[src/rtl/shift_exec_stage_if.sv]
// Issue/writeback bundle for the execute-stage shift unit.
// master = issue + writeback side, slave = the shift stage itself.
interface shift_exec_stage_if #(
  parameter int CNT_W = 16
);
  logic             in_valid;
  logic             in_ready;
  logic [1:0]       in_op;
  logic             in_var;
  logic [31:0]      in_a;
  logic [31:0]      in_rs;
  logic [4:0]       in_shamt;
  logic [4:0]       in_dest;
  logic             out_valid;
  logic             out_ready;
  logic [31:0]      out_result;
  logic [4:0]       out_dest;
  logic             out_illegal;
  logic [CNT_W-1:0] retired_cnt;

  modport master (
    output in_valid, in_op, in_var, in_a, in_rs, in_shamt, in_dest, out_ready,
    input  in_ready, out_valid, out_result, out_dest, out_illegal, retired_cnt
  );

  modport slave (
    input  in_valid, in_op, in_var, in_a, in_rs, in_shamt, in_dest, out_ready,
    output in_ready, out_valid, out_result, out_dest, out_illegal, retired_cnt
  );
endinterface

[src/rtl/shift_exec_stage.sv]
// Two-stage execute shift unit: stage 1 latches the operand and amount,
// the barrel shift sits between stages, stage 2 holds the result for
// writeback under valid/ready with a synchronous flush.
module shift_exec_stage #(
  parameter int CNT_W = 16
) (
  input  logic               clock,
  input  logic               reset,
  input  logic               flush,
  shift_exec_stage_if.slave  bus
);
  localparam logic [1:0] OP_SLL = 2'b00;
  localparam logic [1:0] OP_SRL = 2'b01;
  localparam logic [1:0] OP_SRA = 2'b10;

  logic             s1_valid;
  logic [31:0]      s1_a;
  logic [4:0]       s1_amt;
  logic [1:0]       s1_op;
  logic [4:0]       s1_dest;

  logic             s2_valid;
  logic [31:0]      s2_result;
  logic [4:0]       s2_dest;
  logic             s2_illegal;
  logic [CNT_W-1:0] cnt;

  logic [4:0]       amt;
  logic [31:0]      sh_res;
  logic             sh_ill;
  logic             adv;
  logic             accept;
  logic             handoff;

  // Only the low five rs bits form a shift amount; the rest is dropped.
  logic unused_rs_hi;
  assign unused_rs_hi = ^bus.in_rs[31:5];

  assign amt     = bus.in_var ? bus.in_rs[4:0] : bus.in_shamt;
  assign adv     = !s2_valid || bus.out_ready;
  assign accept  = bus.in_valid && bus.in_ready;
  assign handoff = s2_valid && bus.out_ready;

  assign bus.in_ready    = !s1_valid || adv;
  assign bus.out_valid   = s2_valid;
  assign bus.out_result  = s2_result;
  assign bus.out_dest    = s2_dest;
  assign bus.out_illegal = s2_illegal;
  assign bus.retired_cnt = cnt;

  // Shift network from stage-1 state; op 11 passes the operand and flags it.
  always_comb begin
    sh_res = s1_a;
    sh_ill = 1'b0;
    case (s1_op)
      OP_SLL:  sh_res = s1_a << s1_amt;
      OP_SRL:  sh_res = s1_a >> s1_amt;
      OP_SRA:  sh_res = $unsigned($signed(s1_a) >>> s1_amt);
      default: sh_ill = 1'b1;
    endcase
  end

  // Stage 1: accept from issue; valid bit dropped by flush.
  always_ff @(posedge clock or posedge reset) begin
    if (reset) begin
      s1_valid <= 1'b0;
      s1_a     <= '0;
      s1_amt   <= '0;
      s1_op    <= '0;
      s1_dest  <= '0;
    end else begin
      if (flush)              s1_valid <= 1'b0;
      else if (bus.in_ready)  s1_valid <= bus.in_valid;
      if (accept) begin
        s1_a    <= bus.in_a;
        s1_amt  <= amt;
        s1_op   <= bus.in_op;
        s1_dest <= bus.in_dest;
      end
    end
  end

  // Stage 2: result register, held stable while writeback stalls.
  always_ff @(posedge clock or posedge reset) begin
    if (reset) begin
      s2_valid   <= 1'b0;
      s2_result  <= '0;
      s2_dest    <= '0;
      s2_illegal <= 1'b0;
    end else begin
      if (flush)     s2_valid <= 1'b0;
      else if (adv)  s2_valid <= s1_valid;
      if (adv && s1_valid) begin
        s2_result  <= sh_res;
        s2_dest    <= s1_dest;
        s2_illegal <= sh_ill;
      end
    end
  end

  // Retired counter: saturating, a handoff on a flush edge still counts.
  always_ff @(posedge clock or posedge reset) begin
    if (reset)                      cnt <= '0;
    else if (handoff && cnt != '1)  cnt <= cnt + 1'b1;
  end
endmodule

[src/flat_wrapper.sv]
// flat-port wrapper written by rule: the top's interface ports become plain ports
module shift_exec_stage_flat 
#(
  parameter int CNT_W = 16
)
  (clock, reset, flush, bus_in_valid, bus_in_op, bus_in_var, bus_in_a, bus_in_rs, bus_in_shamt, bus_in_dest, bus_out_ready, bus_in_ready, bus_out_valid, bus_out_result, bus_out_dest, bus_out_illegal, bus_retired_cnt);
  shift_exec_stage_if #(.CNT_W(CNT_W)) bus_i ();
  input  logic clock;
  input  logic reset;
  input  logic flush;
  input wire logic [$bits(bus_i.in_valid)-1:0] bus_in_valid;
  input wire logic [$bits(bus_i.in_op)-1:0] bus_in_op;
  input wire logic [$bits(bus_i.in_var)-1:0] bus_in_var;
  input wire logic [$bits(bus_i.in_a)-1:0] bus_in_a;
  input wire logic [$bits(bus_i.in_rs)-1:0] bus_in_rs;
  input wire logic [$bits(bus_i.in_shamt)-1:0] bus_in_shamt;
  input wire logic [$bits(bus_i.in_dest)-1:0] bus_in_dest;
  input wire logic [$bits(bus_i.out_ready)-1:0] bus_out_ready;
  output wire logic [$bits(bus_i.in_ready)-1:0] bus_in_ready;
  output wire logic [$bits(bus_i.out_valid)-1:0] bus_out_valid;
  output wire logic [$bits(bus_i.out_result)-1:0] bus_out_result;
  output wire logic [$bits(bus_i.out_dest)-1:0] bus_out_dest;
  output wire logic [$bits(bus_i.out_illegal)-1:0] bus_out_illegal;
  output wire logic [$bits(bus_i.retired_cnt)-1:0] bus_retired_cnt;
  assign bus_i.in_valid = bus_in_valid;
  assign bus_i.in_op = bus_in_op;
  assign bus_i.in_var = bus_in_var;
  assign bus_i.in_a = bus_in_a;
  assign bus_i.in_rs = bus_in_rs;
  assign bus_i.in_shamt = bus_in_shamt;
  assign bus_i.in_dest = bus_in_dest;
  assign bus_i.out_ready = bus_out_ready;
  assign bus_in_ready = bus_i.in_ready;
  assign bus_out_valid = bus_i.out_valid;
  assign bus_out_result = bus_i.out_result;
  assign bus_out_dest = bus_i.out_dest;
  assign bus_out_illegal = bus_i.out_illegal;
  assign bus_retired_cnt = bus_i.retired_cnt;
  shift_exec_stage #(.CNT_W(CNT_W)) u_core (.clock(clock), .reset(reset), .flush(flush), .bus(bus_i));
endmodule
[config.mk]
export PLATFORM = sky130hd
export DESIGN_NAME = shift_exec_stage_flat
export DESIGN_NICKNAME = d
export VERILOG_FILES = /design/src/rtl/shift_exec_stage_if.sv /design/src/rtl/shift_exec_stage.sv /design/src/flat_wrapper.sv
export SDC_FILE = /design/constraint.sdc
export NUM_CORES = 1
export LEC_CHECK = 0
export CORE_MARGIN = 3
export CORE_UTILIZATION = 25
export CTS_CLUSTER_DIAMETER = 150
export DETAILED_ROUTE_END_ITERATION = 8
export MAX_ROUTING_LAYER = met4
export SLEW_MARGIN = 20
export SYNTH_ARGS = -nofsm -noshare
export SYNTH_HDL_FRONTEND = slang
export SYNTH_SLANG_ARGS = --single-unit
[constraint.sdc]
create_clock -name clock -period 3.14 [get_ports clock]
set_clock_uncertainty 0.2 [all_clocks]
set_input_delay 0.314 -clock clock [delete_from_list [all_inputs] [get_ports clock]]
set_output_delay 0.314 -clock clock [all_outputs]
set_load 0.02 [all_outputs]
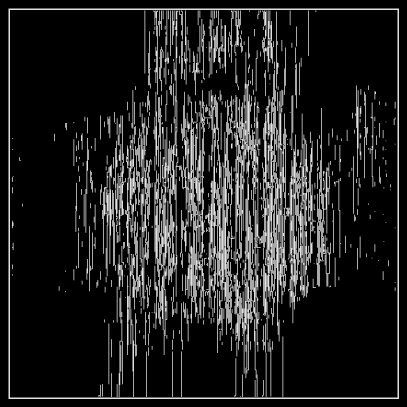
*Signal wires on met2*
Scale: 2 px per µm.
853 nets have wire on it. The wires run mostly vertical. The layer carries 14,800 µm of wire. The layer holds 44% of the routed length. The longest straight run is 84.7 µm.

==> out/qor.yml <==
die_area_um2: 37530
lay_top_cells: "110 x clkdlybuf4s50_1, 97 x dfrtp_1, 82 x buf_4"
fin_util: 0.3177
ioPinCount: 138
peakVddDrop_uv: 215.0
largestClassByArea: "multi-input combinational cells"
layout_min_cycle_time_ns: 3.011
finalWeightedCongestion: 1.024
stdcell_count: 1437
root_buffer: "clkbuf_16"
htreeDepth: 3
cts_hold_buf: 0
cp_max_fo: 31
cts_tree: "yes"
place_area_um2: 10680
synth.distinct_cells: 72
nonClkBufAreaFrac: 0.1706
max_slew.worst_pin.slew_ns: 0.8777
hpwl_mm: 25.44
crit_arrival_ns: 3.05
nets: 1059
ys_cells: 872
crit_path_start_kind: "flop"
yosys_warnings: 0
vias: 8005
nClkBuffers: 9
initCoreUtil: 0.2544
logic_gate_count: 657
portBuffers: 110
powerDensity_nw_per_um2: 539.1
yosysChipArea_um2: 8811
ys_ff: 100
postSynthAreaPerCell_um2: 10.10
fin_crit_sh: 0.9588
row_count: 68
ff2ff_path_depth: 7
sh_comb_area: 0.5175
drive_gt1_frac: 0.2528
seq_area_um2: 2511
syn_nets: 955
cap_violations: 0
postRouteAntennaNets: 0
dp_cells: 1420
final-clk-cell-share: 0.02877
relSlewSlack: 0.4104
async_flop_share: 1.000
post_cts_resized: 0
syn_area_um2: 8811
tapCellCount: 455
cts_setup_buffers: 0
fp.dieH_um: 193.7
clkTransAtPathRegs_ns: 0.07
cts_max_path_buffers: 2
rsz0062_at_grt: "no"
grt_start_max_net_pins: 50
setup_viol: 0
path_class: "flop to flop"
grt_pass1_vias: 8136
layout_top_cell: "clkdlybuf4s50_1"
ff_count: 100
setup.worst_path.start: "u_core.s1_amt[0]"
r2r_slack_ns: 0.13
synthCells: 872
fp.coreArea_um2: 34630
hold_slack_ns: 0.08056
reg2reg_to: "u_core.bus.out_result[13]"
p_total_mw: 5.931
edf_count: 0
grt_pass1_wl_mm: 52.10
antenna_cells: 1
wl_mm: 33.62
pre_cts_ws_ns: 0.2116
grt_antenna_before_repair: 1
final-comb-area_um2: 5693
drtPass1Iterations: 7
hp-class: "input port to async pin"
track_usage: 0.1822
ys_seq_frac: 0.2840
cts_buffers: 9
gr-total-overflow: 0
inverters_excl_clock: 8
die_w_um: 193.7
vias_per_cell: 5.571
run_status: "finished, final reports clean"
final_hold_viol_count: 0
cts.sinks: 100
seq_share: 0.2282
max_freq_mhz: 332.2
crit_path_end: "u_core.bus.out_result[13]"
fin_ws_ns: 0.1293
total_leakage_power_nw: 4.288
clk_latency_ns: 0.37
setup_tns_ns: 0
worst_ep_required_time_ns: 3.18
flop_cell: "dfrtp_1"
cp-end-kind: "flop"
rr_startpoint: "u_core.s1_amt[0]"
wl_per_cell_um: 23.39
fill_cells: 3553
warnings: 53
finalMaxSlewViolations: 0
drcViolationCount: 0
drtIter0Drc: 811
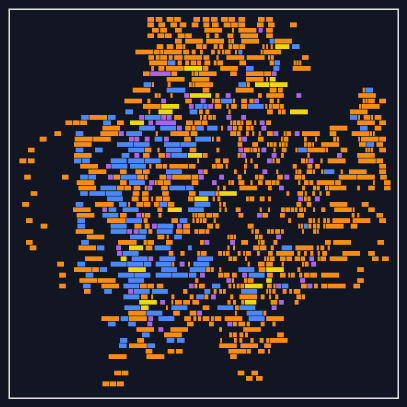
*Cell sizes after repair*
Scale: 2 px per µm.
drive 6 and up: drawn in yellow, cells 23, most used clkbuf_16. drive 1 or less: drawn in orange, cells 733, most used clkdlybuf4s50_1. drive 2: drawn in blue, cells 139, most used mux4_2. drive 3 to 4: drawn in purple, cells 86, most used buf_4.
Non-CTS buffers: 200
cell area after layout: 11,000 µm²
area delta synth->final: 24.87%

[cell usage after synthesis, drive strengths merged (17+ instances only)]
| cell type | number | share of area |
|---|---|---|
| mux4 | 74 | 0.19 |
| and3 | 17 | 0.012 |
| mux2 | 54 | 0.069 |
| dfrtp | 100 | 0.28 |
| o21ai | 44 | 0.025 |
| a21oi | 40 | 0.023 |
| nor2 | 64 | 0.027 |
| nand2 | 76 | 0.032 |
| clkbuf | 65 | 0.028 |
| buf | 42 | 0.039 |
| mux2i | 75 | 0.085 |
[state kept, by name (all words and copies together), names as in the netlist]
name and flops:
u_core.bus.out_dest 5, u_core.bus.out_illegal 1, u_core.bus.out_result 32, u_core.bus.out_valid 1
u_core.bus.retired_cnt 16, u_core.s1_a 32, u_core.s1_amt 5, u_core.s1_dest 5
u_core.s1_op 2, u_core.s1_valid 1
[cells by family after synthesis]
family                     after synthesis  synth area share
muxes                                  203            0.3459
adders and majority gates                1          0.001420
and+or+nand+nor                        238            0.1267
buffers and inverters                  115           0.07072
AOI/OAI and AO/OA                      198            0.1544
xor gates and xnor gates                17           0.01690
DFF                                    100            0.2840
[power by group]
group / total [mW] / internal [mW] / switching (mW) / leakage, nW
logic: 2.87 / 1.37 / 1.50 / 2.92
registers: 1.86 / 1.51 / 0.352 / 1.22
clock network: 1.21 / 0.639 / 0.566 / 0.152
total: 5.93 / 3.51 / 2.42 / 4.29
[layer usage]
metal	wire, µm	GRT usage	vias to the layer above
li1	-	-	3541
met1	14610	0.2551	3979
met2	14830	0.2632	433
met3	3270	0.03944	52
met4	907	0.05786	0
met5	0	-	-
[worst max-delay path, cell delays in order (launching register included)]
cell and delay, ns:
dfrtp_4 0.76, buf_4 0.26, mux2i_1 0.40, o21ai_0 0.12, o21ai_0 0.21, o21ai_0 0.35, a311oi_1 0.41, o21ai_0 0.13
Power figures rest on the tool's default switching activity, not on a simulated workload.
